$ cat src/rtl/traffic_pkg.sv
// Shared types and default phase tables for the traffic-light phase sequencer.
// Durations are packed with phase 0 in the least significant field.
package traffic_pkg;

    typedef enum logic {
        MODE_NORM = 1'b0,
        MODE_PED  = 1'b1
    } mode_e;

    typedef enum logic {
        ST_IDLE = 1'b0,
        ST_RUN  = 1'b1
    } state_e;

    localparam int DEF_CNT_W      = 6;
    localparam int DEF_NUM_PHASES = 8;

    localparam logic [DEF_NUM_PHASES*DEF_CNT_W-1:0] DUR_NORM_DEF =
        {6'd0, 6'd0, 6'd2, 6'd2, 6'd8, 6'd2, 6'd2, 6'd15};
    localparam logic [3:0] NPH_NORM_DEF = 4'd6;

    localparam logic [DEF_NUM_PHASES*DEF_CNT_W-1:0] DUR_PED_DEF =
        {6'd0, 6'd2, 6'd10, 6'd2, 6'd6, 6'd2, 6'd2, 6'd11};
    localparam logic [3:0] NPH_PED_DEF = 4'd7;

endpackage

$ cat src/rtl/ped_req_latch.sv
// Sticky pedestrian request; take_o is the request seen by a cycle starting this edge.
// Latency: a request is visible on take_o in the same clk; consume clears it next edge.
// Backpressure: none; repeated requests before consumption collapse into one.
module ped_req_latch (
    input  logic clk,
    input  logic rst,
    input  logic req_i,
    input  logic consume_i,
    output logic take_o
);

    logic pending_q;
    logic pending_d;

    assign take_o = pending_q | req_i;

    // A request arriving on the consuming edge is served by that cycle, not kept.
    always_comb begin
        pending_d = consume_i ? 1'b0 : take_o;
    end

    always_ff @(posedge clk) begin
        if (rst) begin
            pending_q <= 1'b0;
        end else begin
            pending_q <= pending_d;
        end
    end

endmodule

$ cat src/rtl/traffic_phase_timer.sv
// Runtime-configurable phase sequencer: one-clk enable on every phase entry.
// Latency: pulses are registered, appearing the edge after the deciding tick.
// Backpressure: run=0 freezes counter/phase/remaining; pedestrian requests still latch.
module traffic_phase_timer
    import traffic_pkg::*;
#(
    parameter int  CNT_W      = 6,
    parameter int  NUM_PHASES = 8,
    localparam int PH_W       = (NUM_PHASES > 1) ? $clog2(NUM_PHASES) : 1
) (
    input  logic                        clk,
    input  logic                        rst,
    input  logic                        run,
    input  logic                        ped_req,
    input  logic [NUM_PHASES*CNT_W-1:0] dur_norm,
    input  logic [NUM_PHASES*CNT_W-1:0] dur_ped,
    input  logic [PH_W:0]               nph_norm,
    input  logic [PH_W:0]               nph_ped,
    output logic [CNT_W-1:0]            counter,
    output logic [PH_W-1:0]             phase,
    output logic                        enable,
    output logic                        ped_mode,
    output logic                        ped_ack,
    output logic                        cycle_done
);

    state_e            state_q,   state_d;
    mode_e             mode_q,    mode_d;
    logic [CNT_W-1:0]  counter_q, counter_d;
    logic [CNT_W-1:0]  rem_q,     rem_d;
    logic [PH_W-1:0]   phase_q,   phase_d;
    logic [PH_W:0]     nph_q,     nph_d;
    logic              enable_q,  enable_d;
    logic              ack_q,     ack_d;
    logic              done_q,    done_d;
    logic              start;
    logic              take;

    // Phase length with a zero duration promoted to a single tick.
    function automatic logic [CNT_W-1:0] dur_sel(input mode_e m, input logic [PH_W:0] idx);
        logic [CNT_W-1:0] d;
        d = (m == MODE_PED) ? dur_ped[int'(idx)*CNT_W +: CNT_W]
                            : dur_norm[int'(idx)*CNT_W +: CNT_W];
        return (d == '0) ? CNT_W'(1) : d;
    endfunction

    function automatic logic [PH_W:0] clamp_nph(input logic [PH_W:0] n);
        if (n == '0) begin
            return (PH_W+1)'(1);
        end
        if (int'(n) > NUM_PHASES) begin
            return (PH_W+1)'(NUM_PHASES);
        end
        return n;
    endfunction

    ped_req_latch u_ped_latch (
        .clk       (clk),
        .rst       (rst),
        .req_i     (ped_req),
        .consume_i (start),
        .take_o    (take)
    );

    always_comb begin
        state_d   = state_q;
        mode_d    = mode_q;
        counter_d = counter_q;
        rem_d     = rem_q;
        phase_d   = phase_q;
        nph_d     = nph_q;
        enable_d  = 1'b0;
        ack_d     = 1'b0;
        done_d    = 1'b0;
        start     = 1'b0;

        unique case (state_q)
            ST_IDLE: start = run;
            ST_RUN: begin
                if (run) begin
                    if (counter_q != '1) begin
                        counter_d = counter_q + 1'b1;
                    end
                    rem_d = rem_q - 1'b1;
                    if (rem_q <= CNT_W'(1)) begin
                        if ({1'b0, phase_q} == nph_q - 1'b1) begin
                            done_d = 1'b1;
                            start  = 1'b1;
                        end else begin
                            phase_d  = phase_q + 1'b1;
                            enable_d = 1'b1;
                            rem_d    = dur_sel(mode_q, {1'b0, phase_q} + 1'b1);
                        end
                    end
                end
            end
            default: state_d = ST_IDLE;
        endcase

        // Cycle start overrides the tick update; back-to-back cycles have no idle gap.
        if (start) begin
            state_d   = ST_RUN;
            mode_d    = take ? MODE_PED : MODE_NORM;
            ack_d     = take;
            counter_d = '0;
            phase_d   = '0;
            enable_d  = 1'b1;
            nph_d     = clamp_nph(take ? nph_ped : nph_norm);
            rem_d     = dur_sel(mode_d, '0);
        end
    end

    always_ff @(posedge clk) begin
        if (rst) begin
            state_q   <= ST_IDLE;
            mode_q    <= MODE_NORM;
            counter_q <= '0;
            rem_q     <= '0;
            phase_q   <= '0;
            nph_q     <= '0;
            enable_q  <= 1'b0;
            ack_q     <= 1'b0;
            done_q    <= 1'b0;
        end else begin
            state_q   <= state_d;
            mode_q    <= mode_d;
            counter_q <= counter_d;
            rem_q     <= rem_d;
            phase_q   <= phase_d;
            nph_q     <= nph_d;
            enable_q  <= enable_d;
            ack_q     <= ack_d;
            done_q    <= done_d;
        end
    end

    assign counter    = counter_q;
    assign phase      = phase_q;
    assign enable     = enable_q;
    assign ped_mode   = (mode_q == MODE_PED);
    assign ped_ack    = ack_q;
    assign cycle_done = done_q;

endmodule

$ cat config.mk
export PLATFORM = sky130hd
export DESIGN_NAME = traffic_phase_timer
export DESIGN_NICKNAME = d
export VERILOG_FILES = /design/src/rtl/traffic_pkg.sv /design/src/rtl/ped_req_latch.sv /design/src/rtl/traffic_phase_timer.sv
export SDC_FILE = /design/constraint.sdc
export NUM_CORES = 1
export LEC_CHECK = 0
export CAP_MARGIN = 20
export CORE_AREA = 3 3 79 81
export CTS_BUF_LIST = sky130_fd_sc_hd__clkbuf_8
export DETAILED_ROUTE_END_ITERATION = 8
export DIE_AREA = 0 0 82 84
export PLACE_DENSITY_LB_ADDON = 0.1
export SETUP_SLACK_MARGIN = 0.1
export SLEW_MARGIN = 15
export SYNTH_ARGS = -nofsm -noshare
export SYNTH_HDL_FRONTEND = slang
export SYNTH_SLANG_ARGS = --single-unit
export TNS_END_PERCENT = 30
$ cat constraint.sdc
create_clock -name clk -period 3.2 [get_ports clk]
set_input_delay 0.64 -clock clk [delete_from_list [all_inputs] [get_ports clk]]
set_output_delay 0.64 -clock clk [all_outputs]
set_load 0.03 [all_outputs]
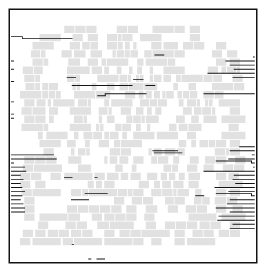
*Signal wires on met3, run 1*
Drawn at 3 px/um. Cells faint in the background.
The layer carries 437 um of wire. The wires run mostly horizontal. The layer holds 6.4% of the routed length.
Via Count: 2330
met3 layer usage reported by global route: 4.10%
WL final: 6890 um

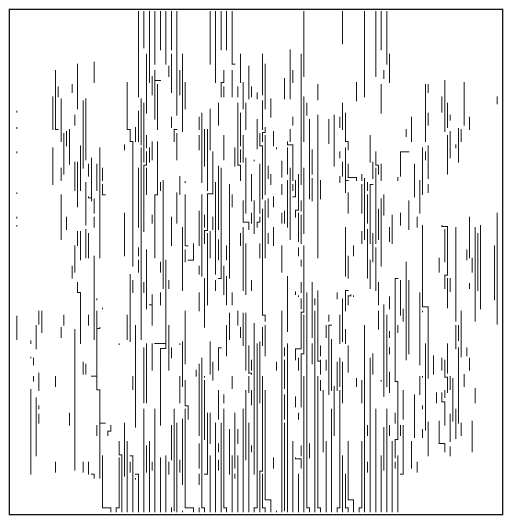
*The metal 2 layer, run 1*
Drawn at 6 px/um.
The layer carries 3490 um of wire. The longest straight run is 35.9 um. The wires run mostly vertical. 405 nets have wire on it. The layer holds 51% of the routed length.

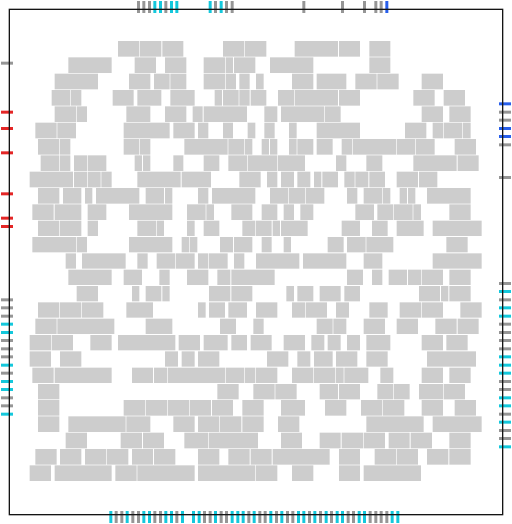
*Pin placement, run 1*
Drawn at 6 px/um. Pins as bars across the die edge, other pins in grey.
Red stands for counter, pins 6, direction output, edge west. Cyan stands for dur_norm, pins 48, direction input, edge 26 south, 10 east, 6 north, 6 west. Blue stands for nph_norm, pins 4, direction input, edge 3 east, 1 north.
die height: 84 um
count of input and output buffers: 120
Die X-Extent: 82 um

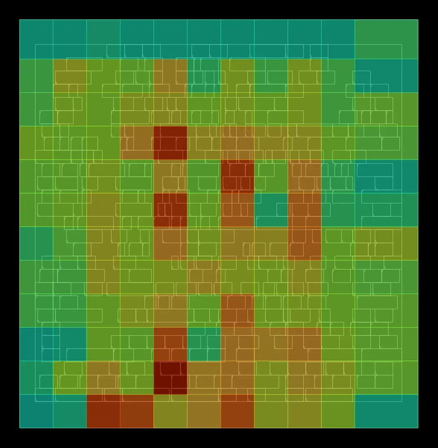
*Track usage over the die, run 1*
met1 GRT Util: 24.0%
Wirelength per Cell: 16.3 um

==> run summary, run 1 <==
Observations from the implementation run.

Setup path:
- The cell family contributing the most delay on the critical path is flip-flops.
- The worst register-to-register path begins at ped_mode.
- STA classifies the critical path endpoint as an output port.
- The run gives the kind of critical path as reg2out.
- The endpoint identified for the worst register-to-register timing path is rem_q[0].
- The timing report notes that buffer and inverter cells on the critical path total 1.
- The run gives the launch point of the critical path as phase[0].
- The run gives the register-to-register setup slack as between 0.6 and 0.7 ns.
- The run gives the arrival time of the worst setup path as between 1.5 and 2 ns.
- The run puts the critical path required time at 2.56 ns.
- The run puts the depth of the worst register-to-register path at 6.
- In this run the critical path is formed by clkdlybuf4s50_1.
- The run gives the critical-path maximum fanout as 20.
- In this run the number of cells on the critical path is 1.

GRT:
- The run puts the first-pass GRT wire length at about 11000 um.
- The run puts the overall routing resource usage at 20.0%.
- The run gives the total global routing overflow as 0.
- The run gives the met2 track utilization from global routing as 35.9%.
- The run puts the number of antenna violations at the first check in global routing at 0.
- After global routing, the most crowded layer is met2.

Final timing:
- The run puts the post-route clock skew at 0.0119 ns.
- The run gives the count of pins over their slew limit as 0.
- The run puts the setup violation total in the final timing report at 0.
- The run puts the worst-case hold slack at between 0.4 and 0.5 ns.
- The run gives the final critical-path share of the clock period as 81.9%.
- In the post-route analysis, the smallest setup slack over all paths is 0.579 ns.
- The run puts the transition time at the pin with the least slew margin at 0.852 ns.
- The run gives the max-slew headroom at the worst pin as 43.0%.
- The run gives the shortest clock period the worst path allows after layout as 2.62 ns.
- Setup repair after global routing left no endpoint under its margin.

Clock tree:
- The run gives the post-CTS resize count as 0.
- Looking at the clock tree report, the root buffer type is sky130_fd_sc_hd__clkbuf_8.
- Per the post-CTS timing run, clock transition at the registers of the reported paths is 0.10 ns.
- The run gives the number of buffers added to fix hold violations after cts as 0.
- The run gives the maximum clock insertion buffer count as 2.
- CTS added clock buffers totalling 3.
- TritonCTS built the clock tree.

Layout:
- The run gives the post-layout instance count excluding filler cells as approximately 420.
- The final layout report lists a filler cell count of 482.
- The run puts the fraction of final layout cells with drive strength greater than 1 at 9.43%.
- The run gives the post-route cell area as 3560 um^2.
- Cells fill 64.2% of the core in the end.
- For this run, the post-layout net count is 464.
- In the layout the commonest cells are sky130_fd_sc_hd__clkdlybuf4s50_1, sky130_fd_sc_hd__dfxtp_1, sky130_fd_sc_hd__mux2i_1.
- The library cell used most frequently in the layout, excluding fill and tap cells, is sky130_fd_sc_hd__clkdlybuf4s50_1.

Run:
- The stage logs contain a warning count of 27.
- The run reported a max-capacitance violation count of 0.

Routing:
- The run gives the total length of routed met3 wires as between 400 and 500 um.
- The run puts the number of search-and-repair iterations in the first detailed-routing pass at 4.
- The run gives the violation count after the first detailed-routing iteration as 117.
- The run puts the total DRC errors in the routed layout at 0.
- The run puts the length of routed wiring on met1 at 2860 um.
- Wire segments on met2 add up to 3490 um in the final route.

Power and ir drop:
- The run gives the power density of the placed cells as 270 nW/um^2.
- The run gives the static leakage as between 1 and 1.5 nW.

Logic synthesis:
- The run gives the cell count after synthesis as 236.
- The synthesized design spends more area on one cell type than any other, namely sky130_fd_sc_hd__dfxtp_1.
- The run gives the sequential area share after synthesis as 22.2%.
- The run gives the number of enable flip-flop cells as 0.
- The run puts the async set-or-reset flop fraction in the synthesized netlist at 0%.
- The most frequently used library cell after synthesis is sky130_fd_sc_hd__dfxtp_1.
- The run gives the flip-flop and latch count after synthesis as 25.
- The run puts the netlist area before placement at 2260 um^2.
- Sorting the synthesized cells by area gives the leading types as sky130_fd_sc_hd__dfxtp_1, sky130_fd_sc_hd__mux4_1, sky130_fd_sc_hd__mux2i_1, sky130_fd_sc_hd__mux2_2, sky130_fd_sc_hd__mux4_2.
- In the synthesis report, Yosys lists the chip area as around 2300 um^2.
- Of the post-synthesis cell area, the dominant cell type holds around 22%.

Place:
- The run puts the area of placed instances at 3510 um^2.
- The run gives the count of placed standard cells including taps as 418.
- The run gives the post-DP HPWL as 5520 um.
- The run puts the final weighted congestion in routability-driven placement at 0.831.

Worst hold path:
- The run gives the worst hold path cell count as 1.
- Per the hold report, the tightest min-delay path originates at nph_q[1].

Die:
- The run gives the count of pins on the block boundary as about 120.
- The run puts the area of the core at between 5000 and 6000 um^2.

Status:
- The flow ran to the end, and the final reports show no timing, DRC or antenna violations.
run 1: layout make-up:
type | instances | area, um^2 | area share, %
multi-input combinational | 185 | 1630 | 45.7
timing repair buffer | 128 | 1260 | 35.5
sequential | 25 | 502 | 14.1
tap | 72 | 90.1 | 2.53
clock buffer | 3 | 41.3 | 1.16
inverter | 8 | 30.0 | 0.844
clock inverter | 1 | 7.51 | 0.211
run 1: sequential cells by signal (all words and copies together), names as in the netlist:
signal                 flops
counter                    6
rem_q                      6
nph_q                      4
phase                      3
cycle_done                 1
enable                     1
ped_ack                    1
ped_mode                   1
state_q                    1
u_ped_latch.pending_q      1
run 1: how the worst max path moves through the flow:
| stage | to | slack [ns] |
|---|---|---|
| floorplan | rem_q[0] | 0.85 |
| global placement | rem_q[0] | 0.56 |
| detailed placement | rem_q[0] | 0.50 |
| CTS | phase[0] | 0.54 |
| global route | phase[0] | 0.44 |
| finish | phase[0] | 0.58 |
run 1: cell families (layout without fill, tap and decap cells):
| kind of cell | Yosys count | count (layout) | synth area share, % |
|---|---|---|---|
| and+or+nand+nor | 69 | 69 | 15.8 |
| AOI/OAI and AO/OA | 55 | 55 | 18.2 |
| muxes | 41 | 41 | 29.5 |
| buffers and inverters | 26 | 140 | 5.77 |
| DFF | 25 | 25 | 22.2 |
| xor gates and xnor gates | 15 | 15 | 5.82 |
| adders and majority gates | 5 | 5 | 2.77 |
run 1: power breakdown:
part | total [mW] | internal, mW | leakage, nW | switching, mW
Clock | 0.197 | 0.0885 | 0.0217 | 0.109
Combinational | 0.408 | 0.254 | 1.04 | 0.154
Sequential | 0.357 | 0.328 | 0.205 | 0.0287
### Signal wires on met1, run 1

Drawn at 4 px/um. Cells faint in the background.
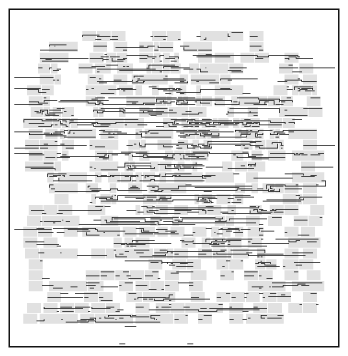

==> run 2, diff against run 1 <==
==> constraint.sdc (replaced) <==
create_clock -name clk -period 2.7 [get_ports clk]
set_input_delay 0.54 -clock clk [delete_from_list [all_inputs] [get_ports clk]]
set_output_delay 0.54 -clock clk [all_outputs]
set_load 0.03 [all_outputs]
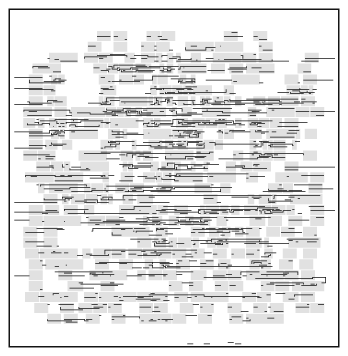
*Signal wires on met1, run 2*
Drawn at 4 px/um. Cells faint in the background.
The layer carries 2690 um of wire. The wires run mostly horizontal. The layer holds 40% of the routed length. The longest straight run is 37.3 um.
Via Count: 2360
met1 GRT Util: 23.2%
WL final: 6720 um

==> run 2 against run 1 <==
Sequential cell count did not move. Via count rose by 1.3%. Die size did not move. Critical path depth rose by 8. Global-route usage fell by 1.2 points. Largest cell class unchanged. Highest routed layer unchanged.
==> run summary, run 2 <==
Observations from the implementation run.

Die:
- The floorplan die width was 82 um (unchanged).
- The count of pins on the block boundary is 121 (unchanged).
- The run puts the pre-placement core utilization at 40.7% (unchanged).
- The die height is 84 um (unchanged).
- The area of the core is 5540 um^2 (unchanged).

Clock tree:
- The run puts the number of buffers created by CTS at 3 (unchanged).
- The TritonCTS sink count came to 25 (unchanged).
- The run gives the TritonCTS clock tree as built (unchanged).
- The maximum clock insertion buffer count was 2 (unchanged).
- The run gives the clock tree root buffer cell as sky130_fd_sc_hd__clkbuf_8 (unchanged).
- The run puts the CTS clock-pin slew for the worst setup and hold paths at 0.08 ns (was 0.10 ns).

Logic synthesis:
- The cell count after synthesis was 236 (unchanged).
- The run puts the sequential area share after synthesis at 22.2% (unchanged).
- The run puts the flip-flop and latch count after synthesis at 25 (unchanged).
- The run gives the async set-or-reset flop fraction in the synthesized netlist as 0% (unchanged).
- The share of the synthesized area in the top cell type is 22.2% (unchanged).
- Largest cells by area after synthesis: sky130_fd_sc_hd__dfxtp_1, sky130_fd_sc_hd__mux4_1, sky130_fd_sc_hd__mux2i_1, sky130_fd_sc_hd__mux2_2, sky130_fd_sc_hd__mux4_2 (unchanged).
- The run gives the number of enable flip-flop cells as 0 (unchanged).
- The run gives the most frequently used flop master after synthesis as sky130_fd_sc_hd__dfxtp_1 (unchanged).
- The run gives the netlist area before placement as 2260 um^2 (unchanged).
- The cell with the most instances after synthesis was sky130_fd_sc_hd__dfxtp_1 (unchanged).
- Commonest cells in the synthesized netlist: sky130_fd_sc_hd__dfxtp_1, sky130_fd_sc_hd__mux2i_1, sky130_fd_sc_hd__nor3_1 (unchanged).
- The post-synth area from yosys stat is 2260 um^2 (unchanged).
- The cell accounting for the most synthesized area was sky130_fd_sc_hd__dfxtp_1 (unchanged).

Power and ir drop:
- The power density of the placed cells came to 312 nW/um^2 (was 270 nW/um^2).
- The static leakage came to 1.30 nW (was 1.26 nW).

Final timing:
- The run gives the shortest clock period the worst path allows after layout as approximately 2.5 ns.
- The run puts the worst-case hold slack at 0.496 ns (was 0.493 ns).
- Post-route period utilization is reported as about nine tenths.
- The transition time at the pin with the least slew margin came to 0.642 ns (was 0.852 ns).
- The minimum setup slack in the final design came to 0.218 ns (was 0.579 ns).
- The run gives the count of pins over their slew limit as 0 (unchanged).
- The run puts the post-route clock skew at 0.00375 ns (was 0.0119 ns).
- The run puts the setup violation total in the final timing report at 0 (unchanged).
- Setup repair after global routing missed its margin: false (unchanged).
- The max-slew headroom at the worst pin came to 57.1% (was 43.0%).

GRT:
- The run gives the first-pass GRT wire length as 10400 um (was 11000 um).
- The run gives the total global routing overflow as 0 (unchanged).
- The run puts the number of antenna violations at the first check in global routing at 0 (unchanged).
- The run gives the met2 track utilization from global routing as 34.5% (was 35.9%).
- The overall routing resource usage is 18.8% (was 20.0%).
- The highest-utilization routing layer at the global route stage was met2 (unchanged).
- The run gives the global-route track usage on met3 as 3.56% (was 4.10%).

Run:
- The run gives the max-cap check violation count as 0 (unchanged).
- The total number of warnings across the stage logs was 27 (unchanged).

Routing:
- The run puts the length of routed met2 wiring at 3560 um (was 3490 um).
- The run gives the total length of routed met3 wires as 453 um (was 437 um).
- The total DRC errors in the routed layout came to 0 (unchanged).
- The run gives the length of routed wiring on met1 as 2690 um (was 2860 um).
- The violation count after the first detailed-routing iteration was 80 (was 117).
- The number of search-and-repair iterations in the first detailed-routing pass was 4 (unchanged).
- The run gives the average wire per cell in the routed design as 15.7 um (was 16.3 um).

Layout:
- The run gives the post-route cell area as 3600 um^2 (was 3560 um^2).
- The run puts the total area of sequential cells at 504 um^2 (was 502 um^2).
- The run puts the final core utilization at 65.1% (was 64.2%).
- The run gives the most frequent standard cell in the layout excluding fill and tap cells as sky130_fd_sc_hd__clkdlybuf4s50_1 (unchanged).
- The run puts the total of fill cells in the finished design at 508 (was 482).
- The area of the multi-input gates came to 1630 um^2 (about the same).
- The run gives the fraction of final layout cells with drive strength greater than 1 as 11.2% (was 9.43%).
- The post-layout instance count excluding filler cells is 428 (was 422).
- Most instantiated logic cells after routing: sky130_fd_sc_hd__clkdlybuf4s50_1, sky130_fd_sc_hd__dfxtp_1, sky130_fd_sc_hd__mux2i_1 (unchanged).
- The run puts the layout overhead on the synthesized area at 59.8% (was 57.7%).
- The run gives the number of nets in the final layout as 470 (was 464).

Worst hold path:
- The hold path startpoint is nph_q[1] (unchanged).
- The run puts the worst hold path cell count at 1 (unchanged).

Place:
- The run gives the count of placed standard cells including taps as 424 (was 418).
- The post-DP HPWL came to 5520 um (about the same).
- The run puts the count of input and output buffers at 120 (unchanged).
- The area of placed instances is 3550 um^2 (was 3510 um^2).
- The run gives the final weighted congestion in routability-driven placement as 0.789 (was 0.831).

Setup path:
- The run gives the endpoint of the most critical register-to-register path as phase[2] (was rem_q[0]).
- The run gives the startpoint of the worst-slack reg-to-reg timing path as nph_q[0] (was ped_mode).
- The capture point of the worst path was phase[2] (was phase[0]).
- The run puts the critical-path maximum fanout at 9 (was 20).
- The run gives the launch point of the critical path as nph_q[0] (was phase[0]).
- The run gives the arrival time of the worst setup path as 2.63 ns (was 1.98 ns).
- The kind of critical path is reg2reg (was reg2out).
- The run puts the depth of the worst register-to-register path at 9 (was 6).
- The run puts the critical path required time at 2.85 ns (was 2.56 ns).
- The run gives the type of element capturing the critical path as a flip-flop (was output port).
- The run puts the register-to-register setup slack at 0.22 ns (was 0.61 ns).

Status:
- Outcome: completed (unchanged).
-- run 2: cell types whose count changed in the layout (fill, tap and decap cells not counted), sizes merged --
cell      change
clkinvlp      -1
buf           +6
inv           +1
-- run 2: worst max-delay path, stage by stage (launching register included) --
cell and delay, ns:
sky130_fd_sc_hd__dfxtp_1 0.39, sky130_fd_sc_hd__inv_1 0.07, sky130_fd_sc_hd__ha_1 0.24, sky130_fd_sc_hd__xor2_1 0.17, sky130_fd_sc_hd__or4_1 0.53, sky130_fd_sc_hd__a31o_2 0.29, sky130_fd_sc_hd__o21a_2 0.26, sky130_fd_sc_hd__nor2_2 0.16
sky130_fd_sc_hd__buf_4 0.19, sky130_fd_sc_hd__nor3_1 0.08
-- run 2: power by group --
group / internal (mW) / switching, mW / total [mW]
clock network: 0.102 / 0.111 / 0.213
logic: 0.307 / 0.184 / 0.491
registers: 0.388 / 0.0312 / 0.419
-- run 2: repair_timing --
| item | 4_1_cts | 5_1_grt |
|---|---|---|
| resized | 0 | 3 |
| hold buffers | 0 | 0 |
| setup endpoints to repair | 0 | 12 |
| buffers inserted | 0 | 0 |
-- run 2: cell families (layout without fill, tap and decap cells) --
group                      after synthesis  after routing  synth area share [%]
adders and majority gates                5              5                  2.77
muxes                                   41             41                  29.5
xor gates and xnor gates                15             15                  5.82
and+or+nand+nor                         69             69                  15.8
AOI/OAI and AO/OA                       55             55                  18.2
DFF                                     25             25                  22.2
buffers and inverters                   26            146                  5.77
-- run 2: layout make-up --
type,instances,area share (%)
clock buffers,3,1.15
well taps,72,2.50
clock inverters,1,0.104
inverters,8,0.833
flip-flops and latches,25,14.0
repair buffers,134,36.2
multi-input cells,185,45.2
Power is estimated from default activity; no workload was simulated.
